File: src/rtl/fetch_queue_pkg.sv
// Shared fetch/decode definitions: immediate-type select and the opcodes that pick it.
package fetch_queue_pkg;

  typedef enum logic [2:0] {
    IMM_I   = 3'b000,
    IMM_S   = 3'b001,
    IMM_B   = 3'b010,
    IMM_J   = 3'b011,
    IMM_U   = 3'b100,
    IMM_CSR = 3'b101
  } imm_type_e;

  localparam logic [6:0] OP_LOAD   = 7'b0000011;
  localparam logic [6:0] OP_IMM    = 7'b0010011;
  localparam logic [6:0] OP_IMM_32 = 7'b0011011;
  localparam logic [6:0] OP_JALR   = 7'b1100111;
  localparam logic [6:0] OP_SYSTEM = 7'b1110011;
  localparam logic [6:0] OP_STORE  = 7'b0100011;
  localparam logic [6:0] OP_BRANCH = 7'b1100011;
  localparam logic [6:0] OP_JAL    = 7'b1101111;
  localparam logic [6:0] OP_LUI    = 7'b0110111;
  localparam logic [6:0] OP_AUIPC  = 7'b0010111;

endpackage

File: src/rtl/fetch_queue_imm_predecode.sv
// Opcode to immediate-type select; purely combinational, no handshake.
// Opcodes without an immediate map to I-type since decode ignores the field.
module imm_predecode
  import fetch_queue_pkg::*;
(
  input  logic [6:0] opcode_i,
  output imm_type_e  imm_type_o
);

  always_comb begin
    imm_type_o = IMM_I;
    unique case (opcode_i)
      OP_STORE:        imm_type_o = IMM_S;
      OP_BRANCH:       imm_type_o = IMM_B;
      OP_JAL:          imm_type_o = IMM_J;
      OP_LUI, OP_AUIPC: imm_type_o = IMM_U;
      default:         imm_type_o = IMM_I;
    endcase
  end

endmodule

File: src/rtl/fetch_queue.sv
// Pre-decoding instruction FIFO between fetch and decode; 1-cycle push-to-head latency.
// Ready/valid come from count only; full blocks push even if decode pops that cycle.
module fetch_queue
  import fetch_queue_pkg::*;
#(
  parameter int DEPTH       = 4,
  parameter int ADDR_WIDTH  = 64,
  parameter int INSTR_WIDTH = 32,
  parameter int IMM_WIDTH   = 25
) (
  input  logic                     clk_i,
  input  logic                     arst_ni,
  input  logic                     flush_i,
  input  logic                     fetch_valid_i,
  output logic                     fetch_ready_o,
  input  logic [INSTR_WIDTH-1:0]   fetch_instr_i,
  input  logic [ADDR_WIDTH-1:0]    fetch_pc_i,
  output logic                     dec_valid_o,
  input  logic                     dec_ready_i,
  output logic [INSTR_WIDTH-1:0]   dec_instr_o,
  output logic [ADDR_WIDTH-1:0]    dec_pc_o,
  output logic [IMM_WIDTH-1:0]     dec_imm_o,
  output logic [2:0]               dec_imm_type_o,
  output logic [$clog2(DEPTH):0]   count_o
);

  localparam int PW = $clog2(DEPTH);
  localparam int CW = PW + 1;

  logic [ADDR_WIDTH-1:0]  pc_q    [DEPTH];
  logic [INSTR_WIDTH-1:0] instr_q [DEPTH];
  imm_type_e              type_q  [DEPTH];

  logic [PW-1:0] rd_ptr_q, rd_ptr_d;
  logic [PW-1:0] wr_ptr_q, wr_ptr_d;
  logic [CW-1:0] count_q,  count_d;

  imm_type_e fetch_type;
  logic      push, pop;

  imm_predecode u_predecode (
    .opcode_i   (fetch_instr_i[6:0]),
    .imm_type_o (fetch_type)
  );

  assign fetch_ready_o = (count_q != CW'(DEPTH));
  assign dec_valid_o   = (count_q != '0);
  assign push          = fetch_valid_i && fetch_ready_o && !flush_i;
  assign pop           = dec_valid_o && dec_ready_i && !flush_i;

  always_comb begin
    rd_ptr_d = rd_ptr_q;
    wr_ptr_d = wr_ptr_q;
    count_d  = count_q;
    if (flush_i) begin
      rd_ptr_d = '0;
      wr_ptr_d = '0;
      count_d  = '0;
    end else begin
      if (push) wr_ptr_d = wr_ptr_q + PW'(1);
      if (pop)  rd_ptr_d = rd_ptr_q + PW'(1);
      if (push && !pop)      count_d = count_q + CW'(1);
      else if (pop && !push) count_d = count_q - CW'(1);
    end
  end

  always_ff @(posedge clk_i or negedge arst_ni) begin
    if (!arst_ni) begin
      rd_ptr_q <= '0;
      wr_ptr_q <= '0;
      count_q  <= '0;
    end else begin
      rd_ptr_q <= rd_ptr_d;
      wr_ptr_q <= wr_ptr_d;
      count_q  <= count_d;
    end
  end

  // Storage is reset so the head fields read as zero before the first push.
  always_ff @(posedge clk_i or negedge arst_ni) begin
    if (!arst_ni) begin
      for (int i = 0; i < DEPTH; i++) begin
        pc_q[i]    <= '0;
        instr_q[i] <= '0;
        type_q[i]  <= IMM_I;
      end
    end else if (push) begin
      pc_q[wr_ptr_q]    <= fetch_pc_i;
      instr_q[wr_ptr_q] <= fetch_instr_i;
      type_q[wr_ptr_q]  <= fetch_type;
    end
  end

  assign dec_instr_o    = instr_q[rd_ptr_q];
  assign dec_pc_o       = pc_q[rd_ptr_q];
  assign dec_imm_o      = instr_q[rd_ptr_q][IMM_WIDTH+6:7];
  assign dec_imm_type_o = type_q[rd_ptr_q];
  assign count_o        = count_q;

endmodule

File: config.mk
export PLATFORM = sky130hd
export DESIGN_NAME = fetch_queue
export DESIGN_NICKNAME = d
export VERILOG_FILES = /design/src/rtl/fetch_queue_pkg.sv /design/src/rtl/fetch_queue_imm_predecode.sv /design/src/rtl/fetch_queue.sv
export SDC_FILE = /design/constraint.sdc
export NUM_CORES = 1
export LEC_CHECK = 0
export CORE_UTILIZATION = 36
export CTS_CLUSTER_DIAMETER = 30
export DETAILED_ROUTE_END_ITERATION = 6
export PLACE_DENSITY = 0.65
export SLEW_MARGIN = 30
export SYNTH_ARGS = -nofsm -noshare
export SYNTH_HDL_FRONTEND = slang
export SYNTH_HIERARCHICAL = 1
export SYNTH_SLANG_ARGS = --single-unit
File: constraint.sdc
create_clock -name clk_i -period 2.1 [get_ports clk_i]
set_input_delay 0.42 -clock clk_i [delete_from_list [all_inputs] [get_ports clk_i]]
set_output_delay 0.42 -clock clk_i [all_outputs]
set_load 0.05 [all_outputs]
==> impl_metrics.yaml, run 1 <==
# physical design summary
worst_setup_path:
  worstPathMaxFanout: 12
  cp-endpoint: "dec_instr_o[10]"
  rr_startpoint: "count_o[1]"
  r2r_cells: 7
  end_kind: "output pin"
  r2r-end: "count_o[2]"
  start_kind: "flip-flop"
  rrSetupSlack_ns: 0
  crit_required_ns: 1.68
  crit_start: "rd_ptr_q[0]"
  worst_ep_arrival_time_ns: 2.14
  crit_type: "flip-flop to output pin"
global_route:
  groute.usage.overall: 0.173
  grt_pass1_vias: 11900
  grt_start_max_net_pins: 65
  grt_pass1_wl_mm: 67.7
  antenna_found_initial: 4
  overflow: 0
power:
  p_leak_nw: 11.4
  fin_total_pwr_w: 0.0501
  power_frac_seq: 0.252
  pwr-share-clk: 0.317
  comb_power_share: 0.430
  power_density_nw_per_um2: 1970
  p_int_w: 0.0321
  switchingPower_w: 0.0180
  peakVddDrop_mv: 1.18
  switching_share: 0.359
synth:
  ys_ff: 403
  ys_types: 41
  ys_sh_mux: 0.381
  yosys.stat.seqShare: 0.559
  logic_family: "multiplexers"
  synthFlopType: "dfrtp_1"
  syn_area_sq_um: 18100
  synth.top_cell.area_share: 0.559
  syn_inst: 1051
  xor_area_frac: 0.00146
  syn-num-nets: 1157
  largest_area_cell: "dfrtp_1"
  yosysMostFrequentCell: "dfrtp_1"
  top_cells_by_count: "dfrtp_1 (403), mux2_2 (357), mux4_2 (99)"
  simple_gate_area_frac: 0.0119
  synth.avg_cell_area_sq_um: 17.2
  topCellsByArea: "dfrtp_1 (56%), mux2_2 (22%), mux4_2 (12%), mux2_4 (3.3%), buf_4 (2.4%)"
  ys_cells: 1051
  edf_count: 0
  synthAdderAreaFrac: 0.00388
  synth-async-reset-ratio: 1.00
  yosys-stat-area_sq_um: 18100
  ys_sh_aoi: 0.00617
  yosysWarnings: 6
cells_and_area:
  synthToLayoutAreaGrowth_pct: 40.5
  nFillCells: 4076
  drive_gt1_frac: 0.619
  diodes: 0
  fin_nets: 1476
clock_tree:
  cts_buffers: 98
  cts.sinks: 403
  clk_latency_ns: 0.61
  clk_pin_slew_worst_paths_ns: 0.04
  cts_max_level: 3
  cts_buffer_depth: 3
  cts-root-buf: "clkbuf_16"
  tritoncts: "built"
run_status:
  violations: "setup timing"
  outcome: "complete, but fails checks"
detailed_routing:
  via_per_inst: 4.97
  route.detailed.drc: 0
  dr.pass1.iters: 6
  ant_nets: 0
  via_count: 10500
  routed_wirelength_mm: 42.4
  drt_first_iter_violations: 332
  routedWlPerCell_um: 20.1
sta:
  slew_headroom: 0.700
  setup_viol: 125
  maxSlewViolCount: 0
  fin_setup_tns_ns: -50.76
  tightestPinTransition_ns: 0.450
  clock_skew_ns: 0.0204
  setup_slack_ns: -0.459
  hold_viol: 0
  fmax_ghz: 0.391
  min_period_ns: 2.56
  rsz0062_at_grt: "true"
  period_used_share: 1.22
die:
  num_rows: 81
  coreArea_sq_um: 49300
  die_h_um: 226
  die_area_sq_um: 51100
  pin_count: 230
  fp_util: 0.367
  die_width_um: 226
worst_hold_path:
  hold_path_class: "input pin to async pin"
placement:
  dp_worst_setup_slack_ns: -0.203
  hpwl_mm: 26.7
  portBuffers: 229
  gp_congestion: 0.725
job:
  warnings: 32
  max_cap_violations: 0
-- run 1: cell usage in the layout (no fill, tap or decap), drive strengths merged, types with 3 or more instances in the layout --
| cell type | n |
|---|---|
| dfrtp | 403 |
| bufinv | 19 |
| buf | 211 |
| nor2 | 7 |
| mux2 | 397 |
| clkinvlp | 14 |
| clkbuf | 120 |
| inv | 12 |
| clkinv | 24 |
| clkdlybuf4s50 | 99 |
| mux4 | 99 |
| nand3 | 7 |
| o21ai | 3 |
| ha | 4 |
-- run 1: critical path, cell delays in order (launching register included) --
cell and delay, ns:
dfrtp_4 0.45, buf_12 0.17, buf_12 0.17, mux4_2 0.56, buf_6 0.18
-- run 1: metrics by stage --
| stage | std cells | area, sq um | hold WS, ns |
|---|---|---|---|
| 5_1_grt | 2114 | 25400 | 0.343 |
| 2_1_floorplan | 1051 | 18100 | 0.124 |
| 6_report | 2114 | 25400 | 0.351 |
| 3_5_place_dp | 1924 | 21200 | 0.385 |
| 4_1_cts | 2109 | 25200 | 0.319 |
| 3_3_place_gp | 1924 | 21200 | 0.383 |
-- run 1: worst min-delay path by stage --
stage,from,endpoint,slack (ns),cells after the start
floorplan,arst_ni,count_o[0],0.12,0
global placement,arst_ni,instr_q[43],0.38,1
detailed placement,arst_ni,type_q[7],0.38,1
CTS,arst_ni,type_q[1],0.32,2
global route,arst_ni,type_q[1],0.34,2
finish,arst_ni,type_q[7],0.35,2
-- run 1: power by group through the flow --
stage	Sequential, W	Combinational, W	Clock [W]
after global routing	0.0130	0.0226	0.0166
after floorplan	0.0122	0.0151	0
after detailed placement	0.0127	0.0199	0
after CTS	0.0126	0.0215	0.0162
after global placement	0.0125	0.0197	0
final	0.0126	0.0216	0.0159
-- run 1: what timing repair did --
item / in CTS / in global routing
hold buffers: 1 / 0
cloned: 1 / 2
endpoints found under the hold margin: 33 / 0
pin swaps: 1 / 4
resized: 110 / 18
setup endpoints to repair: 126 / 127
setup buffers: 3 / 3
-- run 1: registers in the layout, indices dropped and copies added (netlist names) --
register and cells:
type_q 12, instr_q 128, wr_ptr_q 2, pc_q 256, count_o 3, rd_ptr_q 2
-- run 1: per-layer routing --
metal,GRT usage,part of all wire
met2,0.270,0.48
met4,0.0566,0.021
met1,0.223,0.43
met3,0.0608,0.070
met5,0,0.0014
-- run 1: layout make-up --
type / instances / area [sq um] / area share
Timing Repair Buffer: 313 / 3570 / 0.141
Multi-Input combinational cell: 547 / 7310 / 0.288
Clock inverter: 62 / 860 / 0.0339
Inverter: 7 / 40.0 / 0.00158
Tap cell: 664 / 831 / 0.0327
Sequential cell: 403 / 10100 / 0.398
Clock buffer: 118 / 2670 / 0.105
-- run 1: cell families (layout without fill, tap and decap cells) --
| logic type | after synthesis | count (layout) |
|---|---|---|
| flops | 403 | 403 |
| fa+ha+maj | 5 | 5 |
| simple gates | 26 | 26 |
| buf+inv | 101 | 500 |
| mux | 498 | 498 |
| compound gates | 15 | 15 |
| xor+xnor | 3 | 3 |
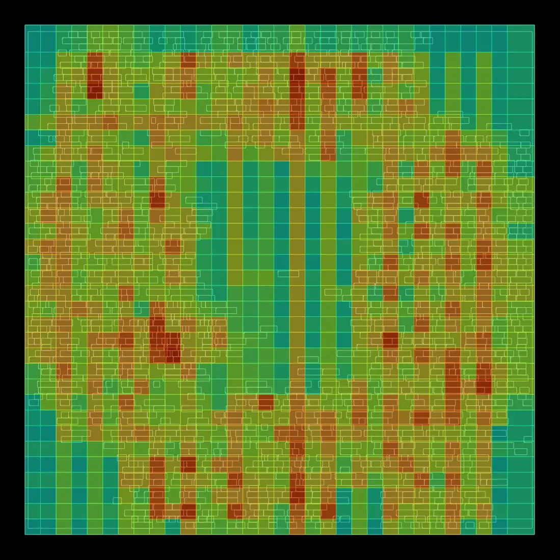
Figure 1: run 1, congestion heat map.
final core occ: 0.515
met2 Usage GRT: 0.270

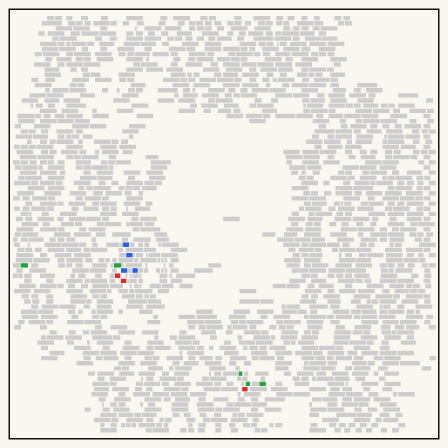
Figure 2: run 1, selected gate families.
legend:
  non-inverting ao/oa cells:
    colour: blue
    cells: 4
    where: left middle
  xor and xnor cells:
    colour: red
    cells: 3
    most_used: xor2_1
  and/or cells:
    colour: green
    cells: 5

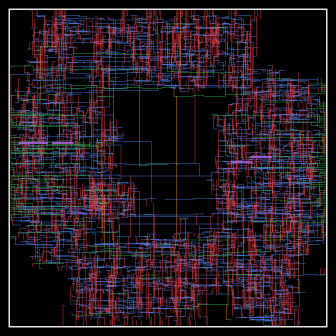
Figure 3: run 1, wiring by layer.
legend:
  M4:
    colour: orange
    wire_length: 875 um
  M5:
    colour: purple
    wire_length: 60.7 um
  M3:
    colour: green
    wire_length: 2,960 um
  M2:
    colour: red
    wire_length: 20.3 mm
  M1:
    colour: blue
    wire_length: 18,300 um

Figure 4. The metal 2 layer (run 1).
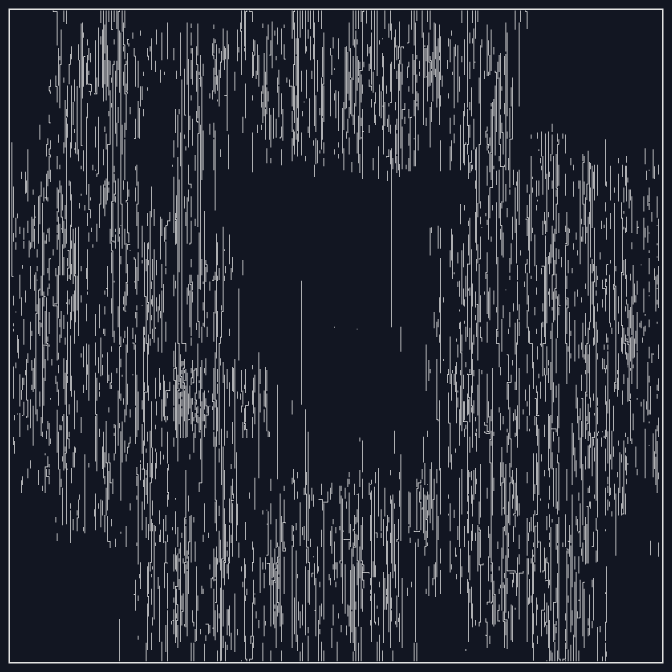

==> inputs of run 2 (changes only) <==
- CORE_MARGIN: not set -> 2
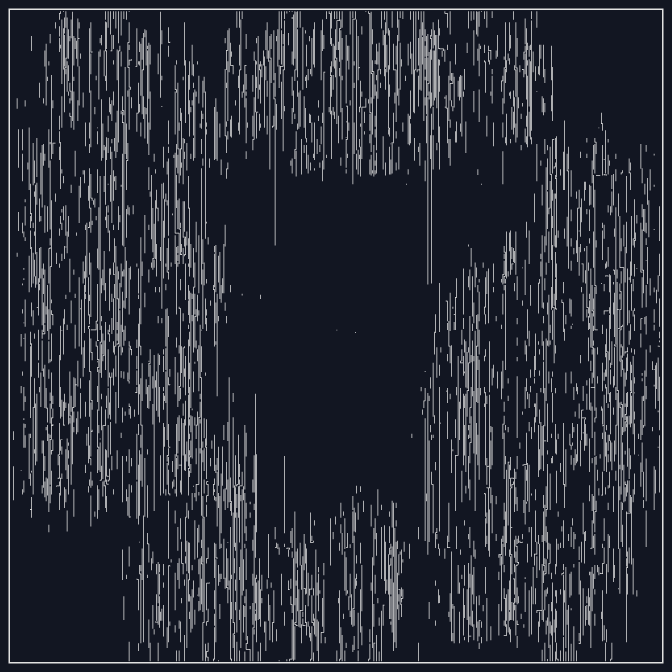
Figure 5: run 2, the metal 2 layer.
wire length on this layer: 20.6 mm
nets with wire on the layer: 1,464
share of all routed wire: 49%
main direction: vertical
longest straight run: 65.3 um

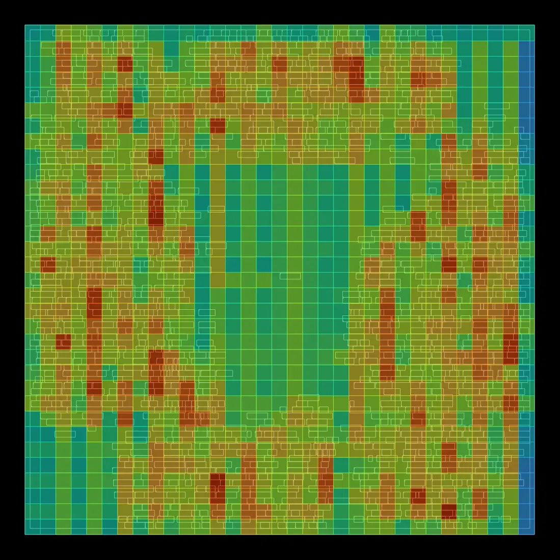
Figure 6: run 2, congestion heat map.
met2 Usage GRT: 0.273
WL/cell: 19.7 um
final core occ: 0.513
gr usage total: 0.168

==> impl_metrics.yaml, run 2 <==
# physical design summary
run_status:
  outcome: "complete, but fails checks"
  violations: "setup timing"
worst_setup_path:
  start_kind: "flip-flop"
  end_kind: "output pin"
  worst_ep_arrival_time_ns: 2.18
  path_cells: "buf_12, buf_12, mux4_2, buf_4"
  crit_path_frequent_cell: "buf_12"
  cpMaxStageDelayCell: "mux4_2"
  crit_required_ns: 1.68
  worstPathMaxFanout: 15
  crit_type: "flip-flop to output pin"
  max_stage_delay_ns: 0.54
synth:
  syn_inst: 1051
  synth.top_cell.area_share: 0.559
  yosysMostFrequentCell: "dfrtp_1"
  syn_area_sq_um: 18100
  synthFlopType: "dfrtp_1"
  yosys-stat-area_sq_um: 18100
  edf_count: 0
  ys_cells: 1051
  top_cells_by_count: "dfrtp_1 (403), mux2_2 (357), mux4_2 (99)"
  synth.avg_cell_area_sq_um: 17.2
  syn-num-nets: 1157
  yosys.stat.seqShare: 0.559
  ys_ff: 403
  topCellsByArea: "dfrtp_1 (56%), mux2_2 (22%), mux4_2 (12%), mux2_4 (3.3%), buf_4 (2.4%)"
  ys_types: 41
  yosysWarnings: 6
  largest_area_cell: "dfrtp_1"
  synth-async-reset-ratio: 1.00
die:
  coreArea_sq_um: 49900
  fp_util: 0.362
  num_rows: 82
  die_area_sq_um: 52000
  die_width_um: 228
  pin_count: 230
  die_h_um: 228
placement:
  gp_congestion: 0.746
  dp_worst_setup_slack_ns: -0.293
  portBuffers: 229
  hpwl_mm: 27.2
  place_inst: 1948
sta:
  period_used_share: 1.24
  rsz0062_at_grt: "true"
  clock_skew_ns: 0.0364
  maxSlewViolCount: 0
  setup_slack_ns: -0.503
  hold_viol: 0
  setup_viol: 125
  tightestPinTransition_ns: 0.462
  fmax_ghz: 0.384
  fin_setup_tns_ns: -54.83
  min_period_ns: 2.60
  slew_headroom: 0.692
cells_and_area:
  final_cell_mix: "dfrtp_1 (398), mux2_2 (357), buf_6 (115)"
  largest_reg_flops: 256
  synthToLayoutAreaGrowth_pct: 41.7
  fin_nets: 1495
  final_common_cell: "dfrtp_1"
  largest_register: "pc_q"
  layoutNonFillerInstCount: 2145
  top_regs: "pc_q x256, instr_q x128, type_q x12"
  diodes: 0
  drive_gt1_frac: 0.621
  nFillCells: 4121
clock_tree:
  cts.sinks: 403
  cts_buffers: 98
  cts-root-buf: "clkbuf_16"
  clk_latency_ns: 0.63
  cts_max_level: 3
  cts_buffer_depth: 3
  tritoncts: "built"
  clk_pin_slew_worst_paths_ns: 0.05
detailed_routing:
  dr.pass1.iters: 4
  routed_wirelength_mm: 42.2
  drt_first_iter_violations: 315
  via_per_inst: 4.93
  ant_nets: 0
  via_count: 10600
  route.detailed.drc: 0
job:
  warnings: 32
  max_cap_violations: 0
worst_hold_path:
  hold_path_class: "input pin to async pin"
power:
  peakVddDrop_mv: 1.26
  fin_total_pwr_w: 0.0498
  p_leak_nw: 11.5
  power_density_nw_per_um2: 1950
global_route:
  grt_pass1_wl_mm: 68.6
  grt_pass1_vias: 12100
  antenna_found_initial: 2
  grt_start_max_net_pins: 87
  overflow: 0
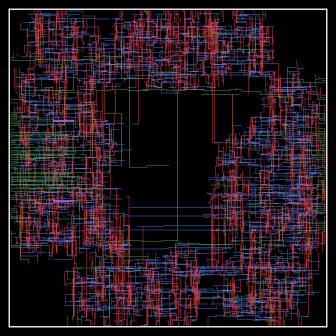
Figure 7: run 2, wiring by layer.
legend:
  M4:
    colour: orange
    wire_length: 886 um
  M1:
    colour: blue
    wire_length: 18,000 um
  M2:
    colour: red
    wire_length: 20.6 mm
  M5:
    colour: purple
    wire_length: 27.6 um
  M3:
    colour: green
    wire_length: 2,690 um

run 2: cell families after synthesis:
family	synth area share
xor gates and xnor gates	0.00146
muxes	0.381
AOI/OAI and AO/OA	0.00617
DFF	0.559
buffers and inverters	0.0376
adders and majority gates	0.00388
and+or+nand+nor	0.0119
run 2: repair_timing:
item,4_1_cts,5_1_grt
endpoints found under the setup margin,127,127
cloned,0,1
hold endpoints to repair,38,0
hold buffers,1,0
gates resized,122,3
pin swaps,3,1
setup buffers,9,2
run 2: worst paths after layout:
check | startpoint | to | slack (ns) | cells past startpoint
setup / recovery | rd_ptr_q[0] | dec_instr_o[12] | -0.50 | 4
hold / removal | arst_ni | pc_q[4] | 0.27 | 2
setup reg to reg | count_o[1] | count_o[2] | 0.02 | 7
hold reg to reg | pc_q[89] | pc_q[89] | 0.50 | 1
max in group asynchronous | arst_ni | pc_q[174] | 1.02 | 3
min in group clk_i | fetch_instr_i[29] | instr_q[93] | 0.48 | 2
run 2: stage by stage:
stage,instance area (sq um),hold WS (ns)
6_report,25600,0.269
5_1_grt,25600,0.247
4_1_cts,25500,0.230
3_5_place_dp,21500,0.339
3_3_place_gp,21500,0.339
2_1_floorplan,18100,0.124
run 2: worst max-delay path: cells and delay by family (launching register included):
kind | cells | cell delay (ns)
buffers and inverters | 3 | 0.55
multiplexers | 1 | 0.54
flip-flops | 1 | 0.43
run 2: per-layer routing:
metal	vias up	part of all wire	global-route usage	wire, um
li1	4636	-	-	-
met1	5613	0.43	0.209	18000
met2	237	0.49	0.273	20600
met3	82	0.064	0.0605	2690
met4	4	0.021	0.0543	886
met5	-	0.00064	0	27
run 2: final cells by class:
class                           count  area (sq um)  area share
Inverter                            7          40.0     0.00157
Multi-Input combinational cell    547          7310       0.286
Clock inverter                     53           711      0.0278
Timing Repair Buffer              332          3820       0.149
Sequential cell                   403         10100       0.395
Tap cell                          672           841      0.0329
Clock buffer                      131          2770       0.108
run 2: where the power goes:
| group | internal (W) | leakage (nW) | switching [W] |
|---|---|---|---|
| clock | 0.0105 | 1.67 | 0.00484 |
| sequential | 0.0111 | 5.09 | 0.00161 |
| combinational | 0.0100 | 4.77 | 0.0117 |
Figure 8. Selected gate families (run 2).
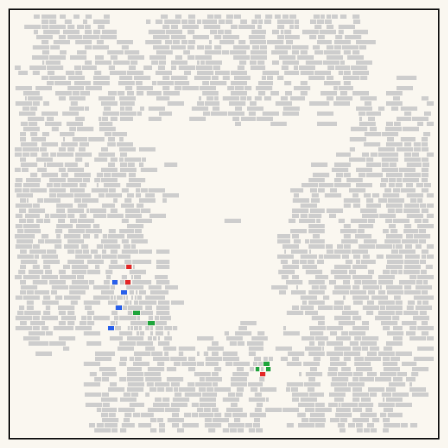

==> inputs of run 3 (changes only) <==
- ABC_AREA: not set -> 0
- PLACE_DENSITY: 0.65 -> 0.63
- SLEW_MARGIN: 30 -> 15
- clock period: 2.1 -> 2.9 ns (I/O delays scaled with it)
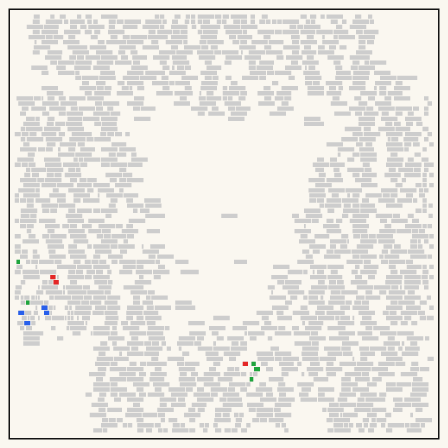
Figure 9: run 3, selected gate families.
Commonest Layout Cell: dfrtp_1
non-filler cells, final: 2,093

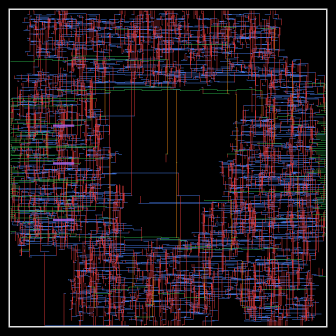
Figure 10: run 3, wiring by layer.
legend:
  M5:
    colour: purple
    wire_length: 41.4 um
  M3:
    colour: green
    wire_length: 2,560 um
  M1:
    colour: blue
    wire_length: 18,400 um
  M2:
    colour: red
    wire_length: 19,900 um
  M4:
    colour: orange
    wire_length: 727 um

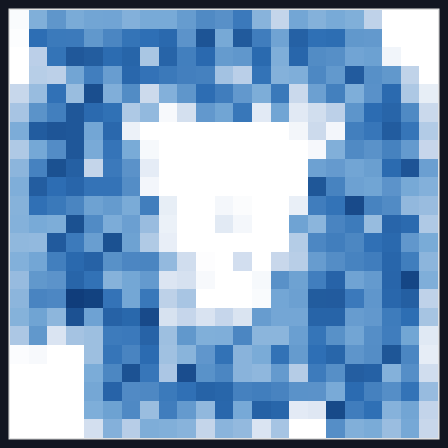
Figure 11: run 3, cell area per tile.
The die is cut into 23 by 23 equal tiles; white is low, dark blue is high, 0 to 100% covered.
nearly empty tiles: 17%
tiles over 75% full: 15%
mean over tiles: 46%

==> impl_metrics.yaml, run 3 <==
# physical design summary
run_status:
  outcome: "finished, final reports clean"
cells_and_area:
  drive_gt1_frac: 0.596
  top_regs: "pc_q x256, instr_q x128, type_q x12"
  seqCellArea_sq_um: 10100
  nFillCells: 4246
  fin_nets: 1440
  final-comb-area_sq_um: 7290
  final_cell_mix: "dfrtp_1 (401), mux2_2 (357), buf_4 (140)"
synth:
  synth.avg_cell_area_sq_um: 17.2
  yosys.stat.seqShare: 0.559
  yosysWarnings: 6
  largest_area_cell: "dfrtp_1"
  ys_ff: 403
  syn_area_sq_um: 18100
  syn-num-nets: 1157
  synthFlopType: "dfrtp_1"
  synth-async-reset-ratio: 1.00
  yosysMostFrequentCell: "dfrtp_1"
  yosys-stat-area_sq_um: 18100
  top_cells_by_count: "dfrtp_1 (403), mux2_2 (357), mux4_2 (99)"
  edf_count: 0
  topCellsByArea: "dfrtp_1 (56%), mux2_2 (22%), mux4_2 (12%), mux2_4 (3.3%), buf_4 (2.4%)"
placement:
  place_inst: 1894
  hpwl_mm: 24.3
  portBuffers: 229
  gp_congestion: 0.730
worst_setup_path:
  start_kind: "flip-flop"
  worst_ep_arrival_time_ns: 2.25
  worstPathMaxFanout: 5
power:
  peakVddDrop_mv: 0.928
  p_leak_nw: 11.1
  power_density_nw_per_um2: 1430
global_route:
  grt_pass1_vias: 11800
  grt_start_max_net_pins: 73
  groute.usage.overall: 0.165
  antenna_found_initial: 3
  grt_pass1_wl_mm: 67.3
detailed_routing:
  via_count: 10400
  routed_wirelength_mm: 41.6
  dr.pass1.iters: 4
  ant_nets: 0
  route.detailed.drc: 0
  via_per_inst: 4.97
  drt_first_iter_violations: 386
worst_hold_path:
  hold_path_class: "flip-flop to flip-flop"
job:
  max_cap_violations: 0
  warnings: 31
die:
  die_h_um: 228
  die_area_sq_um: 52000
  coreArea_sq_um: 49900
  die_width_um: 228
  num_rows: 82
  pin_count: 230
sta:
  clock_skew_ns: 0.0185
  tightestPinTransition_ns: 0.564
  whs_ns: 0.494
  hold_viol: 0
  maxSlewViolCount: 0
  period_used_share: 0.975
  slew_headroom: 0.624
  min_period_ns: 2.83
  setup_viol: 0
clock_tree:
  cts_buffer_depth: 3
  cts_max_level: 3
  clk_pin_slew_worst_paths_ns: 0.04
  cts_buffers: 100
  cts.sinks: 403
  tritoncts: "built"
  cts-root-buf: "clkbuf_16"
-- run 3: kinds of logic (layout without fill, tap and decap cells) --
group,count (synthesis),in the layout,synth area share
AOI/OAI and AO/OA,15,15,0.00617
xor gates and xnor gates,3,3,0.00146
adders and majority gates,5,5,0.00388
buffers and inverters,101,470,0.0376
DFF,403,403,0.559
muxes,498,498,0.381
other,0,1,0
and+or+nand+nor,26,26,0.0119
-- run 3: layer usage --
metal  track usage  vias to the layer above  routed length, um
met3        0.0564                       66               2560
met5             0                        -                 41
met4        0.0486                        6                726
li1              -                     4535                  -
met2         0.263                      245              19900
met1         0.213                     5544              18400
-- run 3: final cells by class --
| type | count | share of cell area |
|---|---|---|
| antenna | 1 | 0.000102 |
| clock buffer | 140 | 0.118 |
| tap | 672 | 0.0342 |
| inverter | 7 | 0.00117 |
| sequential | 403 | 0.411 |
| timing repair buffer | 275 | 0.110 |
| multi-input combinational | 547 | 0.297 |
| clock inverter | 48 | 0.0301 |
-- run 3: repair_timing --
| action | in CTS | in global routing |
|---|---|---|
| gates resized | 8 | 6 |
| endpoints found under the setup margin | 104 | 19 |
| hold endpoints to repair | 57 | 0 |
| pin swaps | 0 | 0 |
| hold buffers | 1 | 0 |
| buffers inserted | 5 | 0 |
| gates cloned | 3 | 1 |
-- run 3: through the flow --
stage	setup slack [ns]	area (sq um)	setup TNS, ns	util	total power [W]
final	0.0735	24600	0	0.493	0.0351
after CTS	-0.000922	24500	-0.000922	0.492	0.0354
after detailed placement	0.361	20700	0	0.416	0.0232
after floorplan	0.299	18100	0	-	0.0197
after global placement	0.383	20700	0	0.416	0.0229
after global routing	-0.0135	24600	-0.0553	0.493	0.0366
-- run 3: report_power, final --
| group | total, W | switching, W | internal (W) |
|---|---|---|---|
| Clock | 0.0117 | 0.00335 | 0.00833 |
| Sequential | 0.00917 | 0.00117 | 0.00800 |
| Combinational | 0.0142 | 0.00815 | 0.00607 |
| Total | 0.0351 | 0.0127 | 0.0224 |
-- run 3: path summary, 6_finish.rpt --
| path | start | endpoint | slack, ns | cells past startpoint |
|---|---|---|---|---|
| min | pc_q[68] | pc_q[68] | 0.49 | 1 |
| max reg2reg | count_o[2] | count_o[2] | 0.56 | 7 |
| max | rd_ptr_q[0] | dec_pc_o[50] | 0.07 | 5 |
| min in group asynchronous | arst_ni | pc_q[186] | 0.55 | 2 |
| max in group asynchronous | arst_ni | rd_ptr_q[1] | 1.47 | 4 |
| min reg2reg | pc_q[68] | pc_q[68] | 0.49 | 1 |
-- run 3: critical path, stage by stage (launching register included) --
cell and delay (ns):
dfrtp_4 0.49, buf_12 0.16, buf_12 0.14, clkbuf_16 0.16, mux4_2 0.47, buf_4 0.22
Power is estimated from default activity; no workload was simulated.
